===== src/rtl/exec_sequencer_pkg.sv =====
// Shared definitions for the instruction sequencer: state encoding and
// default values for the halt word and the done timeout.
package exec_sequencer_pkg;

    localparam logic [15:0] HALT_INST_DEFAULT    = 16'hFFFF;
    localparam logic [7:0]  DONE_TIMEOUT_DEFAULT = 8'd64;

    typedef enum logic [2:0] {
        ST_IDLE,
        ST_FETCH,
        ST_LATCH,
        ST_EXEC,
        ST_WAIT,
        ST_HALT,
        ST_FAULT
    } seq_state_t;

endpackage


===== src/rtl/exec_sequencer_mem_port.sv =====
// Shared memory port multiplexer: instruction fetch address or a granted
// datapath access; quiescent (read of address 0) otherwise.
module mem_port_mux (
    input  logic        fetch_sel,
    input  logic [7:0]  pc,
    input  logic        dp_sel,
    input  logic        dp_rw,
    input  logic [7:0]  dp_addr,
    input  logic [15:0] dp_wdata,
    output logic [7:0]  mem_addr,
    output logic        mem_rw,
    output logic [15:0] mem_wdata
);

    always_comb begin
        mem_addr  = '0;
        mem_rw    = 1'b0;
        mem_wdata = '0;
        if (dp_sel) begin
            mem_addr  = dp_addr;
            mem_rw    = dp_rw;
            mem_wdata = dp_wdata;
        end else if (fetch_sel) begin
            mem_addr = pc;
        end
    end

endmodule


===== src/rtl/exec_sequencer.sv =====
// Fetch/launch/wait sequencer between the CPU top and its instruction
// interpreter, with retire counter, done timeout and sticky halt/fault.
module exec_sequencer
    import exec_sequencer_pkg::*;
#(
    parameter logic [15:0] HALT_INST    = HALT_INST_DEFAULT,
    parameter logic [7:0]  DONE_TIMEOUT = DONE_TIMEOUT_DEFAULT
) (
    input  logic        clk,
    input  logic        reset,
    input  logic        enable,
    input  logic [7:0]  pc,
    input  logic [15:0] mem_rdata,
    output logic [7:0]  mem_addr,
    output logic        mem_rw,
    output logic [15:0] mem_wdata,
    input  logic        dp_req,
    input  logic        dp_rw,
    input  logic [7:0]  dp_addr,
    input  logic [15:0] dp_wdata,
    output logic        dp_gnt,
    output logic [15:0] inst,
    output logic        start,
    input  logic        done,
    output logic [7:0]  count,
    output logic        halted,
    output logic        fault
);

    seq_state_t  state;
    seq_state_t  state_next;
    logic [7:0]  tmo;
    logic        timeout_hit;
    logic        fetch_sel;

    // tmo counts EXEC/WAIT cycles from 0, so DONE_TIMEOUT-1 marks the last allowed cycle
    assign timeout_hit = (tmo == DONE_TIMEOUT - 8'd1);

    always_ff @(posedge clk) begin
        if (reset) begin
            state <= ST_IDLE;
            inst  <= '0;
            count <= '0;
            tmo   <= '0;
        end else begin
            state <= state_next;
            if (state == ST_LATCH) begin
                inst <= mem_rdata;
            end
            if (state == ST_WAIT && done) begin
                count <= count + 8'd1;
            end
            if (state == ST_LATCH) begin
                tmo <= '0;
            end else if (state == ST_EXEC || state == ST_WAIT) begin
                tmo <= tmo + 8'd1;
            end
        end
    end

    always_comb begin
        state_next = state;
        start      = 1'b0;
        dp_gnt     = 1'b0;
        fetch_sel  = 1'b0;
        case (state)
            ST_IDLE: begin
                if (enable) begin
                    state_next = ST_FETCH;
                end
            end
            ST_FETCH: begin
                fetch_sel  = 1'b1;
                state_next = ST_LATCH;
            end
            ST_LATCH: begin
                state_next = (mem_rdata == HALT_INST) ? ST_HALT : ST_EXEC;
            end
            ST_EXEC: begin
                start      = 1'b1;
                state_next = timeout_hit ? ST_FAULT : ST_WAIT;
            end
            ST_WAIT: begin
                dp_gnt = dp_req;
                // a done arriving on the timeout cycle still retires the instruction
                if (done) begin
                    state_next = enable ? ST_FETCH : ST_IDLE;
                end else if (timeout_hit) begin
                    state_next = ST_FAULT;
                end
            end
            ST_HALT:  state_next = ST_HALT;
            ST_FAULT: state_next = ST_FAULT;
            default:  state_next = ST_IDLE;
        endcase
    end

    assign halted = (state == ST_HALT);
    assign fault  = (state == ST_FAULT);

    mem_port_mux u_mem_port_mux (
        .fetch_sel (fetch_sel),
        .pc        (pc),
        .dp_sel    (dp_gnt),
        .dp_rw     (dp_rw),
        .dp_addr   (dp_addr),
        .dp_wdata  (dp_wdata),
        .mem_addr  (mem_addr),
        .mem_rw    (mem_rw),
        .mem_wdata (mem_wdata)
    );

endmodule


===== config.mk =====
export PLATFORM = sky130hd
export DESIGN_NAME = exec_sequencer
export DESIGN_NICKNAME = d
export VERILOG_FILES = /design/src/rtl/exec_sequencer_pkg.sv /design/src/rtl/exec_sequencer_mem_port.sv /design/src/rtl/exec_sequencer.sv
export SDC_FILE = /design/constraint.sdc
export NUM_CORES = 1
export LEC_CHECK = 0
export CAP_MARGIN = 20
export CORE_UTILIZATION = 38
export CTS_BUF_LIST = sky130_fd_sc_hd__clkbuf_8
export DETAILED_ROUTE_END_ITERATION = 6
export GPL_ROUTABILITY_DRIVEN = 0
export HOLD_SLACK_MARGIN = 0.05
export PLACE_DENSITY_LB_ADDON = 0.2
export SETUP_SLACK_MARGIN = 0.05
export SYNTH_ARGS = -nofsm -noshare
export SYNTH_HDL_FRONTEND = slang
export SYNTH_SLANG_ARGS = --single-unit

===== constraint.sdc =====
create_clock -name clk -period 1.94 [get_ports clk]
set_input_delay 0.291 -clock clk [delete_from_list [all_inputs] [get_ports clk]]
set_output_delay 0.291 -clock clk [all_outputs]
set_load 0.02 [all_outputs]

**PDN straps and rails**

Bar = 20 microns. Pins as bars on the die edge.
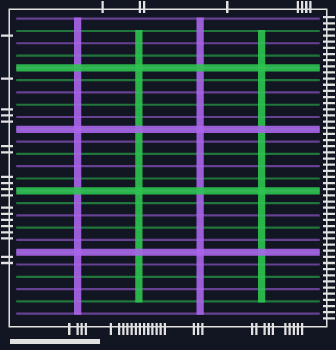
- VDD: green
- VSS: purple
- met5 straps: 4
- signal pins: 107
- rows: 24
- met1 rails: 25

**Cell classes on the final placement**

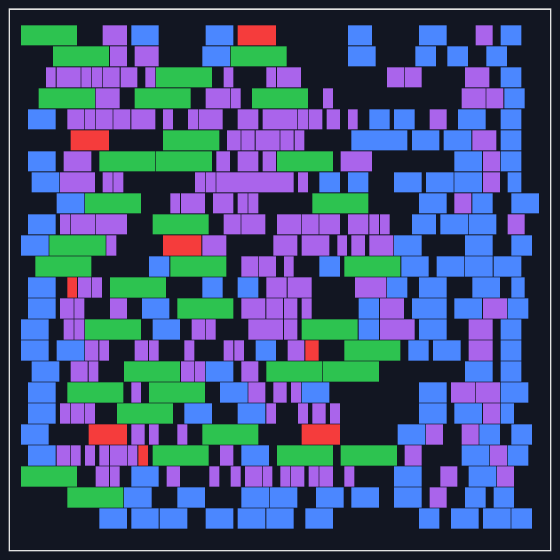
- other buffers and delay cells: blue (cells 119; share of their area 38%)
- all other logic: purple (cells 165; share of their area 35%)
- clock drivers and dummy loads: red (cells 8; share of their area 2.8%)
- flip-flops: green (cells 35; share of their area 24%)

**Clock wires, drivers and flops**

Bar = 20 microns.
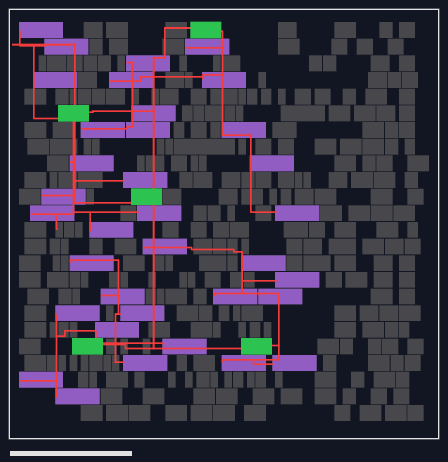
- cells driving clock nets: green (count 5)
- clock wires: red (length 454 microns)
- flip-flops: purple (count 35)
- routed clock nets: 6

**Wiring by layer**

Bar = 20 microns.
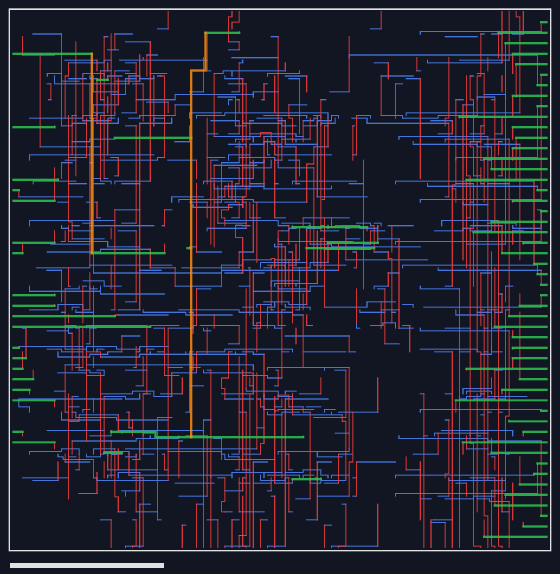
- met4: orange (wire length 80.0 microns)
- met2: red (wire length 2420 microns)
- met1: blue (wire length 2170 microns)
- met3: green (wire length 405 microns)

**Clock wiring as the flow saved it**

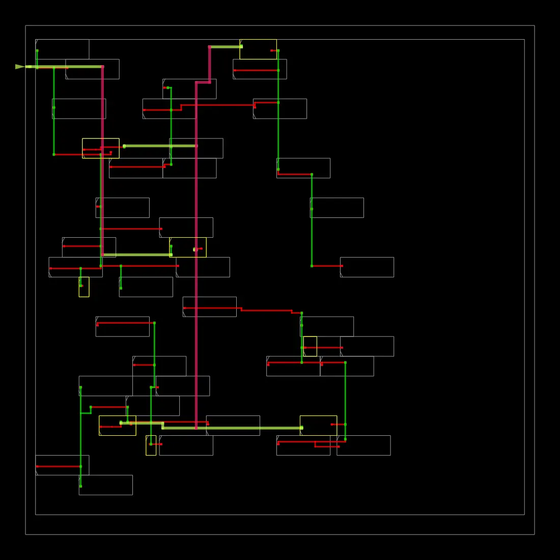
TritonCTS Sinks: 35
number of CTS-inserted buffers: 5

==> out/qor.csv <==
metric;value;unit
outcome;completed;
topRoutingLayerUsed;met4;
fmax;0.539;GHz
min_period_over_period;0.957;
fin_skew;0.00480;ns
lay_top_count;clkdlybuf4s50_1;
net-switching-power;408;uW
edf_count;0;
grt_max_degree;20;
final_nets;382;
fp_nets;270;
intPower;1170;uW
antenna-diode-count;0;
ys_area;1750;sq um
synthArstFlopShare;0;
first_iter_violations;44;
critical_path_arrival;1.57;ns
yosysWarningCount;0;
place.port_buffers;106;
synth.cell_area;1750;sq um
yosysCellCount;214;
worstPathRequired;1.65;ns
final_number_of_setup_violating_endpoints;0;
critical_path_peak_fanout;19;
most-common-layout-cells;clkdlybuf4s50_1, nand2_1, dfxtp_1, buf_4, a21oi_1;
grt-ovfl-total;0;
hold_violations;0;
power-per-cell-area;538;nW/um^2
met1_length;2170;microns
max-clock-path-buffers;2;
comb_power_share;0.214;
tool_warnings;28;
detail_route.first_pass.iterations;4;
routed_wire_length_per_instance;13.4;microns
final_slew_viol_count;0;
route.met2.wl;2420;microns
finalCriticalPeriod;1.86;ns
die-width;69.9;microns
vias_per_cell;4.98;
vias;1889;
drc_errors;0;
yosys.area.top_type;dfxtp_1;
tritoncts;yes;
final_layout_size_suffix_gt1_frac;0.159;
synth_seq_share;0.400;
pwr-share-clk;0.311;
power.share.sequential;0.475;
[registers in the layout (all words and copies together) (netlist names)]
signal  flops
tmo         8
state       3
count       8
inst       16
[stage by stage]
stage / instances / total power [uW] / setup TNS [ns] / worst slack, ns
floorplan: 214 / 907 / 0 / 0.143
global placement: 371 / 1110 / -4.44 / -0.186
detailed placement: 371 / 1110 / -4.78 / -0.215
CTS: 379 / 1590 / 0 / 0.0468
global route: 379 / 1660 / 0 / 0.00601
finish: 379 / 1580 / 0 / 0.0837
[cells by family (layout without fill, tap and decap cells)]
group | after synthesis | after routing | share of synthesized area
adders and majority gates | 2 | 2 | 0.0143
xor gates and xnor gates | 13 | 13 | 0.0650
and+or+nand+nor | 108 | 108 | 0.319
buffers and inverters | 17 | 130 | 0.0428
DFF | 35 | 35 | 0.400
AOI/OAI and AO/OA | 37 | 37 | 0.147
muxes | 2 | 2 | 0.0121
[per-layer routing]
layer	global-route usage	vias to the layer above
met5	0	-
met4	0.0733	0
met3	0.0577	6
met2	0.363	86
met1	0.257	843
li1	-	954
[cell usage after synthesis, drive strengths merged (2+ instances only)]
cell type	count
inv	3
a21oi	21
ha	2
and2	17
nand2	40
buf	5
nand2b	4
nand3b	2
a22o	8
nor4	2
clkbuf	9
xnor2	8
xor2	5
a211oi	2
nand3	4
nor3b	2
and3b	2
or3b	2
and3	2
nor2	19
dfxtp	35
nand4	8
[final cells by class]
| class | instances | area share |
|---|---|---|
| clock inverter | 3 | 0.00426 |
| clock buffer | 5 | 0.0234 |
| timing repair buffer | 119 | 0.374 |
| sequential | 35 | 0.239 |
| multi-input combinational | 162 | 0.334 |
| inverter | 3 | 0.00383 |
| tap | 52 | 0.0222 |
[worst paths after layout]
| kind | start | end | slack [ns] | cells past startpoint |
|---|---|---|---|---|
| max | state[0] | mem_addr[5] | 0.08 | 5 |
| max reg2reg | state[0] | state[1] | 0.28 | 4 |
| min | inst[4] | inst[4] | 0.45 | 2 |
| min reg2reg | inst[4] | inst[4] | 0.45 | 2 |
[critical path, stage by stage (launching register included)]
cell and delay [ns]:
dfxtp_1 0.31, or3b_4 0.41, nor2_4 0.12, buf_12 0.14, a22o_1 0.15, buf_4 0.14
[power groups by stage]
stage	registers, uW	logic, uW	clock network, uW
6_report	750	338	492
5_1_grt	753	364	539
4_1_cts	750	333	511
3_5_place_dp	766	346	0
3_3_place_gp	766	344	0
2_1_floorplan	787	120	0
[repair_timing]
action	in CTS	in global routing
endpoints found under the hold margin	0	0
endpoints found under the setup margin	28	27
resized	106	25
hold buffers	0	0
cloned	0	0
No activity file was given, so power comes from the tool's default toggle rates.
